File: src/rtl/apb_uart_par_pkg.sv
// Shared definitions for the APB UART: register offsets, parity and FSM
// encodings, register field layouts and the parity helper.
package apb_uart_par_pkg;

   localparam logic [4:0] ADDR_TXDATA = 5'h00;
   localparam logic [4:0] ADDR_RXDATA = 5'h04;
   localparam logic [4:0] ADDR_TXCTRL = 5'h08;
   localparam logic [4:0] ADDR_RXCTRL = 5'h0C;
   localparam logic [4:0] ADDR_IE     = 5'h10;
   localparam logic [4:0] ADDR_IP     = 5'h14;
   localparam logic [4:0] ADDR_DIV    = 5'h18;

   // Widest watermark field (FIFO_DEPTH 64 -> 7 bits); narrower configs zero-extend.
   localparam int CNT_MAX_W = 7;

   typedef enum logic [1:0] {
      PAR_NONE     = 2'b00,
      PAR_EVEN     = 2'b01,
      PAR_ODD      = 2'b10,
      PAR_NONE_ALT = 2'b11
   } parity_e;

   typedef enum logic [2:0] {TX_IDLE, TX_START, TX_DATA, TX_PARITY, TX_STOP} tx_state_e;
   typedef enum logic [2:0] {RX_IDLE, RX_START, RX_DATA, RX_PARITY, RX_STOP} rx_state_e;

   typedef struct packed {
      logic [CNT_MAX_W-1:0] cnt;
      parity_e              par;
      logic                 nstop;
      logic                 en;
   } txctrl_t;

   typedef struct packed {
      logic [CNT_MAX_W-1:0] cnt;
      parity_e              par;
      logic                 en;
   } rxctrl_t;

   typedef struct packed {
      logic rxerr;
      logic rxwm;
      logic txwm;
   } irq_t;

   typedef struct packed {
      logic       perr;
      logic       ferr;
      logic [7:0] data;
   } rx_entry_t;

   function automatic logic par_used(input parity_e p);
      return (p == PAR_EVEN) || (p == PAR_ODD);
   endfunction

   // Parity bit that goes on the wire for a given byte.
   function automatic logic par_bit(input logic [7:0] d, input parity_e p);
      return (p == PAR_ODD) ? ~(^d) : (^d);
   endfunction

endpackage

File: src/rtl/apb_uart_par_fifo.sv
// Synchronous show-ahead FIFO; push at full is accepted only when a pop
// frees the slot in the same cycle, pop at empty is ignored.
module uart_fifo #(
   parameter int WIDTH = 8,
   parameter int DEPTH = 8
) (
   input  logic                     clk,
   input  logic                     rst_b,
   input  logic                     push,
   input  logic [WIDTH-1:0]         wdata,
   input  logic                     pop,
   output logic [WIDTH-1:0]         rdata,
   output logic                     full,
   output logic                     empty,
   output logic [$clog2(DEPTH):0]   count
);
   localparam int AW = $clog2(DEPTH);

   logic [WIDTH-1:0] r_mem [DEPTH];
   logic [AW-1:0]    r_wptr, r_rptr;
   logic [AW:0]      r_count;
   logic             w_do_push, w_do_pop;

   assign full      = (r_count == (AW+1)'(DEPTH));
   assign empty     = (r_count == '0);
   assign count     = r_count;
   assign rdata     = r_mem[r_rptr];
   assign w_do_pop  = pop & ~empty;
   assign w_do_push = push & (~full | pop);

   // Storage array, no reset needed.
   always_ff @(posedge clk)
      if (w_do_push) r_mem[r_wptr] <= wdata;

   // Pointers and occupancy.
   always_ff @(posedge clk or posedge rst_b)
      if (rst_b) begin
         r_wptr  <= '0;
         r_rptr  <= '0;
         r_count <= '0;
      end else begin
         if (w_do_push) r_wptr <= r_wptr + AW'(1);
         if (w_do_pop)  r_rptr <= r_rptr + AW'(1);
         case ({w_do_push, w_do_pop})
            2'b10:   r_count <= r_count + (AW+1)'(1);
            2'b01:   r_count <= r_count - (AW+1)'(1);
            default: r_count <= r_count;
         endcase
      end

endmodule

File: src/rtl/apb_uart_par.sv
// APB-attached UART with TX/RX FIFOs, programmable parity/stop bits,
// watermark and error interrupts.
module apb_uart_par
   import apb_uart_par_pkg::*;
#(
   parameter int          FIFO_DEPTH = 8,
   parameter logic [15:0] DIV_RST    = 16'd868
) (
   input  logic        clk,
   input  logic        rst_b,
   input  logic        apb_psel,
   input  logic        apb_penable,
   input  logic        apb_pwrite,
   input  logic [4:0]  apb_paddr,
   input  logic [31:0] apb_pwdata,
   output logic [31:0] apb_prdata,
   output logic        apb_pready,
   output logic        apb_pslverr,
   output logic        uart_txd,
   input  logic        uart_rxd,
   output logic        txwm,
   output logic        rxwm,
   output logic        rxerr
);
   localparam int CW = $clog2(FIFO_DEPTH) + 1;

   // ---------------- APB decode ----------------
   logic w_acc, w_err, w_wr, w_rd, w_unused;
   assign w_acc       = apb_psel & apb_penable;
   assign w_err       = w_acc & ((apb_paddr > ADDR_DIV) | (apb_paddr[1:0] != 2'b00));
   assign w_wr        = w_acc &  apb_pwrite & ~w_err;
   assign w_rd        = w_acc & ~apb_pwrite & ~w_err;
   assign apb_pready  = 1'b1;
   assign apb_pslverr = w_err;
   assign w_unused    = ^apb_pwdata;

   txctrl_t     r_txctrl;
   rxctrl_t     r_rxctrl;
   irq_t        r_ie, w_ip;
   logic [15:0] r_div;
   logic        r_rxerr;

   // ---------------- FIFOs ----------------
   logic          w_tx_push, w_tx_pop, w_tx_full, w_tx_empty;
   logic [7:0]    w_tx_rdata;
   logic [CW-1:0] w_tx_count;
   logic          w_rx_push, w_rx_pop, w_rx_full, w_rx_empty, w_rx_ovf;
   rx_entry_t     w_rx_entry, w_rx_head;
   logic [CW-1:0] w_rx_count;

   assign w_tx_push = w_wr & (apb_paddr == ADDR_TXDATA) & ~w_tx_full;
   assign w_rx_pop  = w_rd & (apb_paddr == ADDR_RXDATA) & ~w_rx_empty;
   assign w_rx_ovf  = w_rx_push & w_rx_full & ~w_rx_pop;

   uart_fifo #(.WIDTH(8), .DEPTH(FIFO_DEPTH)) u_tx_fifo (
      .clk(clk), .rst_b(rst_b), .push(w_tx_push), .wdata(apb_pwdata[7:0]),
      .pop(w_tx_pop), .rdata(w_tx_rdata), .full(w_tx_full), .empty(w_tx_empty),
      .count(w_tx_count));

   uart_fifo #(.WIDTH(10), .DEPTH(FIFO_DEPTH)) u_rx_fifo (
      .clk(clk), .rst_b(rst_b), .push(w_rx_push), .wdata(w_rx_entry),
      .pop(w_rx_pop), .rdata(w_rx_head), .full(w_rx_full), .empty(w_rx_empty),
      .count(w_rx_count));

   // ---------------- Registers ----------------
   // Control register writes.
   always_ff @(posedge clk or posedge rst_b)
      if (rst_b) begin
         r_txctrl <= '0;
         r_rxctrl <= '0;
         r_ie     <= '0;
         r_div    <= DIV_RST;
      end else if (w_wr) begin
         case (apb_paddr)
            ADDR_TXCTRL: r_txctrl <= '{cnt: CNT_MAX_W'(apb_pwdata[16 +: CW]),
                                       par: parity_e'(apb_pwdata[3:2]),
                                       nstop: apb_pwdata[1], en: apb_pwdata[0]};
            ADDR_RXCTRL: r_rxctrl <= '{cnt: CNT_MAX_W'(apb_pwdata[16 +: CW]),
                                       par: parity_e'(apb_pwdata[3:2]),
                                       en: apb_pwdata[0]};
            ADDR_IE:     r_ie     <= irq_t'(apb_pwdata[2:0]);
            ADDR_DIV:    r_div    <= apb_pwdata[15:0];
            default:     ;
         endcase
      end

   // Sticky RX error; a new error event beats a same-cycle W1C.
   always_ff @(posedge clk or posedge rst_b)
      if (rst_b)
         r_rxerr <= 1'b0;
      else if ((w_rx_push & (w_rx_entry.perr | w_rx_entry.ferr)) | w_rx_ovf)
         r_rxerr <= 1'b1;
      else if (w_wr && (apb_paddr == ADDR_IP) && apb_pwdata[2])
         r_rxerr <= 1'b0;

   assign w_ip  = '{rxerr: r_rxerr,
                    rxwm:  (CNT_MAX_W'(w_rx_count) > r_rxctrl.cnt),
                    txwm:  (CNT_MAX_W'(w_tx_count) < r_txctrl.cnt)};
   assign txwm  = w_ip.txwm  & r_ie.txwm;
   assign rxwm  = w_ip.rxwm  & r_ie.rxwm;
   assign rxerr = w_ip.rxerr & r_ie.rxerr;

   // Read data mux, zero outside a valid read access phase.
   always_comb begin
      apb_prdata = '0;
      if (w_rd) begin
         case (apb_paddr)
            ADDR_TXDATA: apb_prdata[31] = w_tx_full;
            ADDR_RXDATA:
               if (w_rx_empty) apb_prdata[31] = 1'b1;
               else begin
                  apb_prdata[30]  = w_rx_head.perr;
                  apb_prdata[29]  = w_rx_head.ferr;
                  apb_prdata[7:0] = w_rx_head.data;
               end
            ADDR_TXCTRL: apb_prdata[22:0] = {r_txctrl.cnt, 12'b0, r_txctrl.par,
                                             r_txctrl.nstop, r_txctrl.en};
            ADDR_RXCTRL: apb_prdata[22:0] = {r_rxctrl.cnt, 12'b0, r_rxctrl.par,
                                             1'b0, r_rxctrl.en};
            ADDR_IE:     apb_prdata[2:0]  = r_ie;
            ADDR_IP:     apb_prdata[2:0]  = w_ip;
            ADDR_DIV:    apb_prdata[15:0] = r_div;
            default:     ;
         endcase
      end
   end

   // ---------------- TX ----------------
   tx_state_e   r_tx_state, w_tx_state_n;
   logic [15:0] r_tx_baud, w_tx_baud_n, r_tx_div, w_tx_div_n;
   logic [7:0]  r_tx_shift, w_tx_shift_n;
   logic [2:0]  r_tx_bit, w_tx_bit_n;
   logic        r_tx_stop2, w_tx_stop2_n, r_tx_par_en, w_tx_par_en_n;
   logic        r_tx_parbit, w_tx_parbit_n, w_txd_n, w_tx_tick;

   // TX state and datapath registers; line output is registered to stay glitch-free.
   always_ff @(posedge clk or posedge rst_b)
      if (rst_b) begin
         r_tx_state  <= TX_IDLE;
         r_tx_baud   <= '0;
         r_tx_div    <= '0;
         r_tx_shift  <= '0;
         r_tx_bit    <= '0;
         r_tx_stop2  <= 1'b0;
         r_tx_par_en <= 1'b0;
         r_tx_parbit <= 1'b0;
         uart_txd    <= 1'b1;
      end else begin
         r_tx_state  <= w_tx_state_n;
         r_tx_baud   <= w_tx_baud_n;
         r_tx_div    <= w_tx_div_n;
         r_tx_shift  <= w_tx_shift_n;
         r_tx_bit    <= w_tx_bit_n;
         r_tx_stop2  <= w_tx_stop2_n;
         r_tx_par_en <= w_tx_par_en_n;
         r_tx_parbit <= w_tx_parbit_n;
         uart_txd    <= w_txd_n;
      end

   // TX next-state: frame settings are latched at start so mid-frame writes wait a frame.
   always_comb begin
      w_tx_state_n  = r_tx_state;
      w_tx_baud_n   = r_tx_baud;
      w_tx_div_n    = r_tx_div;
      w_tx_shift_n  = r_tx_shift;
      w_tx_bit_n    = r_tx_bit;
      w_tx_stop2_n  = r_tx_stop2;
      w_tx_par_en_n = r_tx_par_en;
      w_tx_parbit_n = r_tx_parbit;
      w_tx_pop      = 1'b0;
      w_tx_tick     = (r_tx_baud == r_tx_div);
      if (r_tx_state != TX_IDLE)
         w_tx_baud_n = w_tx_tick ? '0 : r_tx_baud + 16'd1;
      case (r_tx_state)
         TX_IDLE:
            if (r_txctrl.en && !w_tx_empty) begin
               w_tx_state_n  = TX_START;
               w_tx_pop      = 1'b1;
               w_tx_shift_n  = w_tx_rdata;
               w_tx_div_n    = r_div;
               w_tx_baud_n   = '0;
               w_tx_stop2_n  = r_txctrl.nstop;
               w_tx_par_en_n = par_used(r_txctrl.par);
               w_tx_parbit_n = par_bit(w_tx_rdata, r_txctrl.par);
            end
         TX_START:
            if (w_tx_tick) begin
               w_tx_state_n = TX_DATA;
               w_tx_bit_n   = '0;
            end
         TX_DATA:
            if (w_tx_tick) begin
               w_tx_shift_n = {1'b0, r_tx_shift[7:1]};
               w_tx_bit_n   = r_tx_bit + 3'd1;
               if (r_tx_bit == 3'd7)
                  w_tx_state_n = r_tx_par_en ? TX_PARITY : TX_STOP;
            end
         TX_PARITY:
            if (w_tx_tick) w_tx_state_n = TX_STOP;
         TX_STOP:
            if (w_tx_tick) begin
               if (r_tx_stop2) w_tx_stop2_n = 1'b0;
               else            w_tx_state_n = TX_IDLE;
            end
         default: w_tx_state_n = TX_IDLE;
      endcase
      case (w_tx_state_n)
         TX_START:  w_txd_n = 1'b0;
         TX_DATA:   w_txd_n = w_tx_shift_n[0];
         TX_PARITY: w_txd_n = w_tx_parbit_n;
         default:   w_txd_n = 1'b1;
      endcase
   end

   // ---------------- RX ----------------
   rx_state_e   r_rx_state, w_rx_state_n;
   logic [15:0] r_rx_baud, w_rx_baud_n, r_rx_div, w_rx_div_n, r_rx_half, w_rx_half_n;
   logic [16:0] w_div_p1;
   logic [7:0]  r_rx_shift, w_rx_shift_n;
   logic [2:0]  r_rx_bit, w_rx_bit_n;
   logic        r_rx_par_en, w_rx_par_en_n, r_rx_perr, w_rx_perr_n;
   parity_e     r_rx_par, w_rx_par_n;
   logic        r_rxd_s1, r_rxd_s2, r_rxd_s3, w_rx_fall, w_rx_tick;

   assign w_div_p1  = {1'b0, r_div} + 17'd1;
   assign w_rx_fall = r_rxd_s3 & ~r_rxd_s2;

   // Two-flop synchronizer plus one delay stage for start-edge detection.
   always_ff @(posedge clk or posedge rst_b)
      if (rst_b) begin
         r_rxd_s1 <= 1'b1;
         r_rxd_s2 <= 1'b1;
         r_rxd_s3 <= 1'b1;
      end else begin
         r_rxd_s1 <= uart_rxd;
         r_rxd_s2 <= r_rxd_s1;
         r_rxd_s3 <= r_rxd_s2;
      end

   // RX state and datapath registers.
   always_ff @(posedge clk or posedge rst_b)
      if (rst_b) begin
         r_rx_state  <= RX_IDLE;
         r_rx_baud   <= '0;
         r_rx_div    <= '0;
         r_rx_half   <= '0;
         r_rx_shift  <= '0;
         r_rx_bit    <= '0;
         r_rx_par_en <= 1'b0;
         r_rx_par    <= PAR_NONE;
         r_rx_perr   <= 1'b0;
      end else begin
         r_rx_state  <= w_rx_state_n;
         r_rx_baud   <= w_rx_baud_n;
         r_rx_div    <= w_rx_div_n;
         r_rx_half   <= w_rx_half_n;
         r_rx_shift  <= w_rx_shift_n;
         r_rx_bit    <= w_rx_bit_n;
         r_rx_par_en <= w_rx_par_en_n;
         r_rx_par    <= w_rx_par_n;
         r_rx_perr   <= w_rx_perr_n;
      end

   // RX next-state: start bit checked at half period, then every bit sampled mid-period.
   always_comb begin
      w_rx_state_n  = r_rx_state;
      w_rx_baud_n   = r_rx_baud;
      w_rx_div_n    = r_rx_div;
      w_rx_half_n   = r_rx_half;
      w_rx_shift_n  = r_rx_shift;
      w_rx_bit_n    = r_rx_bit;
      w_rx_par_en_n = r_rx_par_en;
      w_rx_par_n    = r_rx_par;
      w_rx_perr_n   = r_rx_perr;
      w_rx_push     = 1'b0;
      w_rx_entry    = '{perr: r_rx_perr, ferr: ~r_rxd_s2, data: r_rx_shift};
      w_rx_tick     = (r_rx_baud == r_rx_div);
      if (r_rx_state != RX_IDLE)
         w_rx_baud_n = w_rx_tick ? '0 : r_rx_baud + 16'd1;
      case (r_rx_state)
         RX_IDLE:
            if (r_rxctrl.en && w_rx_fall) begin
               w_rx_state_n  = RX_START;
               w_rx_baud_n   = '0;
               w_rx_div_n    = r_div;
               w_rx_half_n   = w_div_p1[16:1];
               w_rx_par_en_n = par_used(r_rxctrl.par);
               w_rx_par_n    = r_rxctrl.par;
               w_rx_perr_n   = 1'b0;
            end
         RX_START:
            if (r_rx_baud == r_rx_half) begin
               w_rx_baud_n = '0;
               if (r_rxd_s2) w_rx_state_n = RX_IDLE;
               else begin
                  w_rx_state_n = RX_DATA;
                  w_rx_bit_n   = '0;
               end
            end
         RX_DATA:
            if (w_rx_tick) begin
               w_rx_shift_n = {r_rxd_s2, r_rx_shift[7:1]};
               w_rx_bit_n   = r_rx_bit + 3'd1;
               if (r_rx_bit == 3'd7)
                  w_rx_state_n = r_rx_par_en ? RX_PARITY : RX_STOP;
            end
         RX_PARITY:
            if (w_rx_tick) begin
               w_rx_perr_n  = (r_rxd_s2 != par_bit(r_rx_shift, r_rx_par));
               w_rx_state_n = RX_STOP;
            end
         RX_STOP:
            if (w_rx_tick) begin
               w_rx_push    = 1'b1;
               w_rx_state_n = RX_IDLE;
            end
         default: w_rx_state_n = RX_IDLE;
      endcase
      if (!r_rxctrl.en) begin
         w_rx_state_n = RX_IDLE;
         w_rx_push    = 1'b0;
      end
   end

endmodule

File: config.mk
export PLATFORM = sky130hd
export DESIGN_NAME = apb_uart_par
export DESIGN_NICKNAME = d
export VERILOG_FILES = /design/src/rtl/apb_uart_par_pkg.sv /design/src/rtl/apb_uart_par_fifo.sv /design/src/rtl/apb_uart_par.sv
export SDC_FILE = /design/constraint.sdc
export NUM_CORES = 1
export LEC_CHECK = 0
export ABC_AREA = 1
export CORE_UTILIZATION = 45
export CTS_BUF_LIST = sky130_fd_sc_hd__clkbuf_4 sky130_fd_sc_hd__clkbuf_8
export DETAILED_ROUTE_END_ITERATION = 8
export HOLD_SLACK_MARGIN = 0.12
export PLACE_DENSITY = 0.62
export SYNTH_ARGS = -nofsm -noshare
export SYNTH_HDL_FRONTEND = slang
export SYNTH_SLANG_ARGS = --single-unit
File: constraint.sdc
create_clock -name clk -period 6.8 [get_ports clk]
set_input_delay 1.02 -clock clk [delete_from_list [all_inputs] [get_ports clk]]
set_output_delay 1.02 -clock clk [all_outputs]
set_load 0.05 [all_outputs]
==> run_1/sizes.png <==
Drawn at 2 px/um.
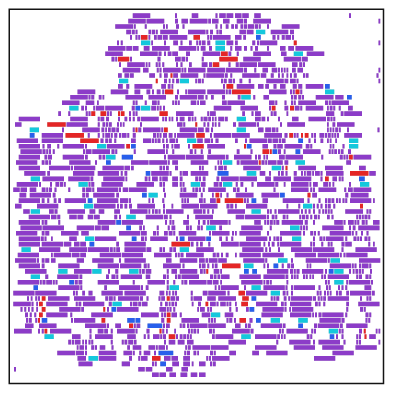
| size | color | cells | share |
|---|---|---|---|
| _6 and larger | cyan | 60 | 3.5% |
| _2 cells | red | 70 | 4.0% |
| _0 and _1 cells | purple | 1557 | 90% |
| _3 and _4 cells | blue | 43 | 2.5% |

==> run_1/layer_met3.png <==
Drawn at 2 px/um.
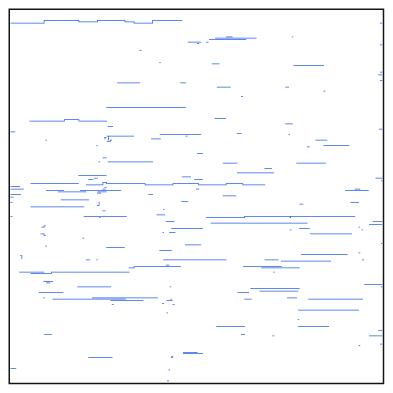
main direction: horizontal
share of all routed wire: 4.3%
wire length on this layer: 1500 um

==> results_slide.txt, run 1 <==
Physical Implementation Snapshot

Critical path
  • Flop2flop setup slack: 3570 ps
  • CP required: 5780 ps
  • Levels on crit path: 7
  • Max Fanout on Critical Path: 21
  • Reg2Reg Capture Point: u_rx_fifo.r_mem[7][7]$_DFFE_PP_
  • FF-to-FF Start: r_rx_baud[13]$_DFF_PP0_

Final layout
  • Registers: between 300 and 400
  • Clock Network Area Fraction: 0.0612
  • Final core occ: 0.516
  • Finished Cell Area: 17300 um^2
  • Largest class: sequential cells
  • Seq/total area: 0.502
  • Buffering overhead: 0.0388
  • Post-Layout Cell Count: 2178
  • Layout area overhead: 13.0%
  • Top reg by flops: u_rx_fifo.r_mem
  • Most frequent logic cell in the layout: nand2_1
  • Filler Cells Inserted: 3057
  • Antenna Cells: 0
  • Non-Clock Buffer Count: 70

Logic synthesis
  • Area leader share: 0.282
  • Synth cell types: 58
  • Synth Area in XOR/XNOR: 0.0427
  • Sequential element share of the synthesized area: 0.568
  • Cells after Synth: 1624
  • Post-synthesis sequential element count: 318
  • Synth Cell Area: 15300 um^2
  • Mux frac, synth: 0.00515
  • Number of flops mapped to enable cells by yosys: about 140
  • Dominant comb cell: simple AND/OR/NAND/NOR gates

Final timing
  • Unrepaired setup endpoints after global routing: false
  • Post-layout min period: 5300 ps
  • FMAX: 0.189 GHz
  • Final Hold Vio Count: 0
  • Hold WS: 365 ps
  • Period utilization: 0.779
  • Max-slew violation count: 0

Power and ir drop
  • P per Cell Area: 277 nW/um^2
  • Top power group: sequential cells
  • Clock Power: 1.67 mW
  • Max IR drop VDD: approximately 170 uV
  • Final total power: 4.79 mW
  • P_seq: 2.28 mW
  • Combinational cell power: approximately 830 uW
  • Clock Power Share: 0.350

Global route
  • Initial antenna violation count: 0
  • Met1 usage: 0.269
  • Gr ovfl total: 0
  • First-pass GRT wire length: 58.4 mm
  • Largest net degree at the start of global routing: 62
  • Met2 Use GR: 0.346
  • Met3 global-route usage: 0.0352

CTS
  • CTS HTree Levels: 2
  • CTS tree: yes
  • Root Driver: clkbuf_8
  • TritonCTS Buffers: ~53
  • CTS sink count: about 320
  • Clk_lat worst skew: 600 ps
  • Clock Tree Buf Depth: 3
  • Hold buffer count at cts: 0

Place
  • Dpl hpwl: roughly 23 mm
  • Dpl cell area: 16200 um^2
  • DP Cell Count: 2081
  • Routability-driven placement congestion ratio: 0.856
  • Post-Place Setup Slack: 1530 ps

Flow run
  • Max-cap viol count: 0

Route
  • WL met3: 1.50 mm
  • DRC errors left: 0
  • DR top layer: met4
  • Drt first pass iters: 5
  • ANT nets after route: 0
  • Number of vias in the routed layout: approximately 11000

Die
  • Chip area: 34800 um^2
  • Rows: about 67
  • Die W: 186 um
  • Core area: 33500 um^2
  • # Taps: between 400 and 500

Outcome
  • Status: finished clean

Worst hold path
  • HP Class: reg2reg
==> run_1/placement_by_type.png <==
Drawn at 2 px/um. Fill, decap, tap and diode cells in gray.
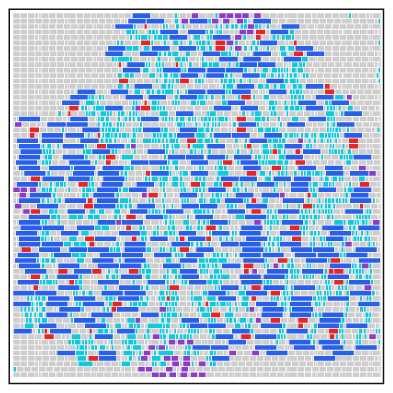
| class | color | cells | share of their area |
|---|---|---|---|
| flops | blue | 318 | 52% |
| other buffers and delay cells | purple | 70 | 4.0% |
| combinational and other logic | cyan | 1245 | 38% |
| clock drivers and dummy loads | red | 97 | 6.3% |

==> run_1/congestion.png <==
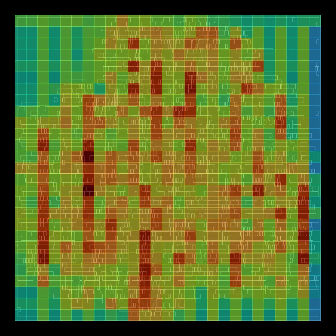

==> inputs of run 2 (changes only) <==
--- a/config.mk
+++ b/config.mk
@@ -10,7 +10,7 @@
 export CTS_BUF_LIST = sky130_fd_sc_hd__clkbuf_4 sky130_fd_sc_hd__clkbuf_8
 export DETAILED_ROUTE_END_ITERATION = 8
 export HOLD_SLACK_MARGIN = 0.12
-export PLACE_DENSITY = 0.62
+export PLACE_DENSITY = 0.64
 export SYNTH_ARGS = -nofsm -noshare
 export SYNTH_HDL_FRONTEND = slang
 export SYNTH_SLANG_ARGS = --single-unit
==> constraint.sdc (replaced) <==
create_clock -name clk -period 4.8 [get_ports clk]
set_input_delay 0.72 -clock clk [delete_from_list [all_inputs] [get_ports clk]]
set_output_delay 0.72 -clock clk [all_outputs]
set_load 0.05 [all_outputs]
==> run_2/congestion.png <==
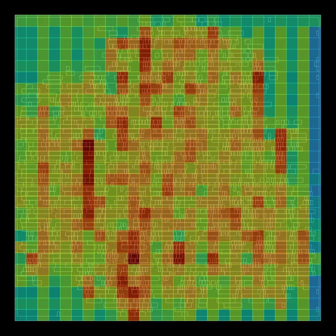
met1 usage: 0.271
met2 Use GR: 0.351
final core occ: 0.521
Avg WL per Cell: 16.1 um
met3 global-route usage: 0.0329

==> run_2/layer_met3.png <==
Drawn at 2 px/um.
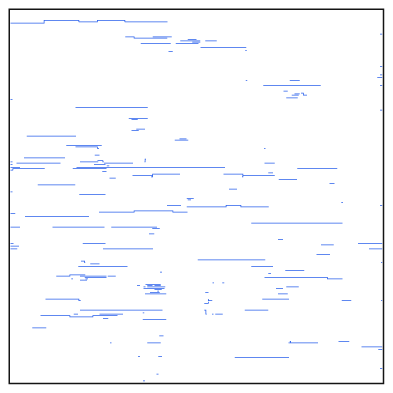
share of all routed wire: 4.2%
nets with wire on the layer: 105
main direction: horizontal
wire length on this layer: 1480 um
longest straight run: 74.1 um

==> run 2 against run 1 <==
Via count increased by 1.5%. Sequential cell count is the same. First-iteration DRC count grew 11%. Critical path type unchanged. Synthesized cell count unchanged. Highest routed layer unchanged. Sequential share of layout area is 0.52 points lower. Final cell count is 0.83% higher. Critical endpoint is now apb_prdata[15].
==> results_slide.txt, run 2 <==
Physical Implementation Snapshot

Route
  • DR top layer: met4
  • ANT nets after route: 0
  • Drt first pass iters: 7
  • WL met3: 1.48 mm
  • DRC errors left: 0

Die
  • Die W: approximately 190 um
  • Chip area: 34800 um^2
  • Core area: 33500 um^2
  • # Taps: about 450

Final layout
  • Top reg by flops: u_rx_fifo.r_mem
  • Clock Network Area Fraction: 0.0668
  • Antenna Cells: 0
  • Registers: 318
  • Post-Layout Cell Count: 2196
  • Buffering overhead: 0.0437
  • Non-Clock Buffer Count: 81
  • Layout area overhead: 14.2%
  • Register area: approximately 8700 um^2
  • Filler Cells Inserted: 3073
  • Seq/total area: 0.497
  • Largest class: sequential cells
  • Most frequent logic cell in the layout: nand2_1
  • Finished Cell Area: roughly 17000 um^2

CTS
  • CTS HTree Levels: 2
  • Clock Tree Buf Depth: 3
  • Hold buffer count at cts: 0
  • CTS sink count: 318
  • TritonCTS Buffers: around 55
  • CTS tree: yes
  • Root Driver: clkbuf_8

Place
  • Dpl cell area: 16300 um^2
  • DP Cell Count: around 2100
  • Dpl hpwl: 24.0 mm
  • Routability-driven placement congestion ratio: about 0.85

Final timing
  • Final Hold Vio Count: 0
  • FMAX: 0.234 GHz
  • Min setup slack post-route: 528 ps
  • Hold WS: 357 ps
  • Max-slew violation count: 0
  • Post-layout min period: ~4300 ps
  • Period utilization: 0.890

Power and ir drop
  • Max IR drop VDD: 244 uV
  • Top power group: sequential cells
  • P per Cell Area: 398 nW/um^2
  • Final total power: 6.96 mW
  • Clock Power: 2.55 mW
  • P_seq: ~3.2 mW

Logic synthesis
  • Cells after Synth: 1624
  • Mux frac, synth: 0.00515
  • Synth Area in XOR/XNOR: 0.0427
  • Dominant comb cell: simple AND/OR/NAND/NOR gates
  • Area leader share: 0.282
  • Sequential element share of the synthesized area: 0.568
  • Post-synthesis sequential element count: 318
  • Synth cell types: ~58
  • Number of flops mapped to enable cells by yosys: 144

Critical path
  • Flop2flop setup slack: around 1600 ps
  • Levels on crit path: 8
  • CP required: ~4100 ps

Worst hold path
  • HP Class: reg2reg

Global route
  • First-pass GRT wire length: 57.8 mm
  • Initial antenna violation count: 0
  • Largest net degree at the start of global routing: 67
  • Gr ovfl total: 0

Outcome
  • Status: finished clean
No activity file was given, so power comes from the tool's default toggle rates.
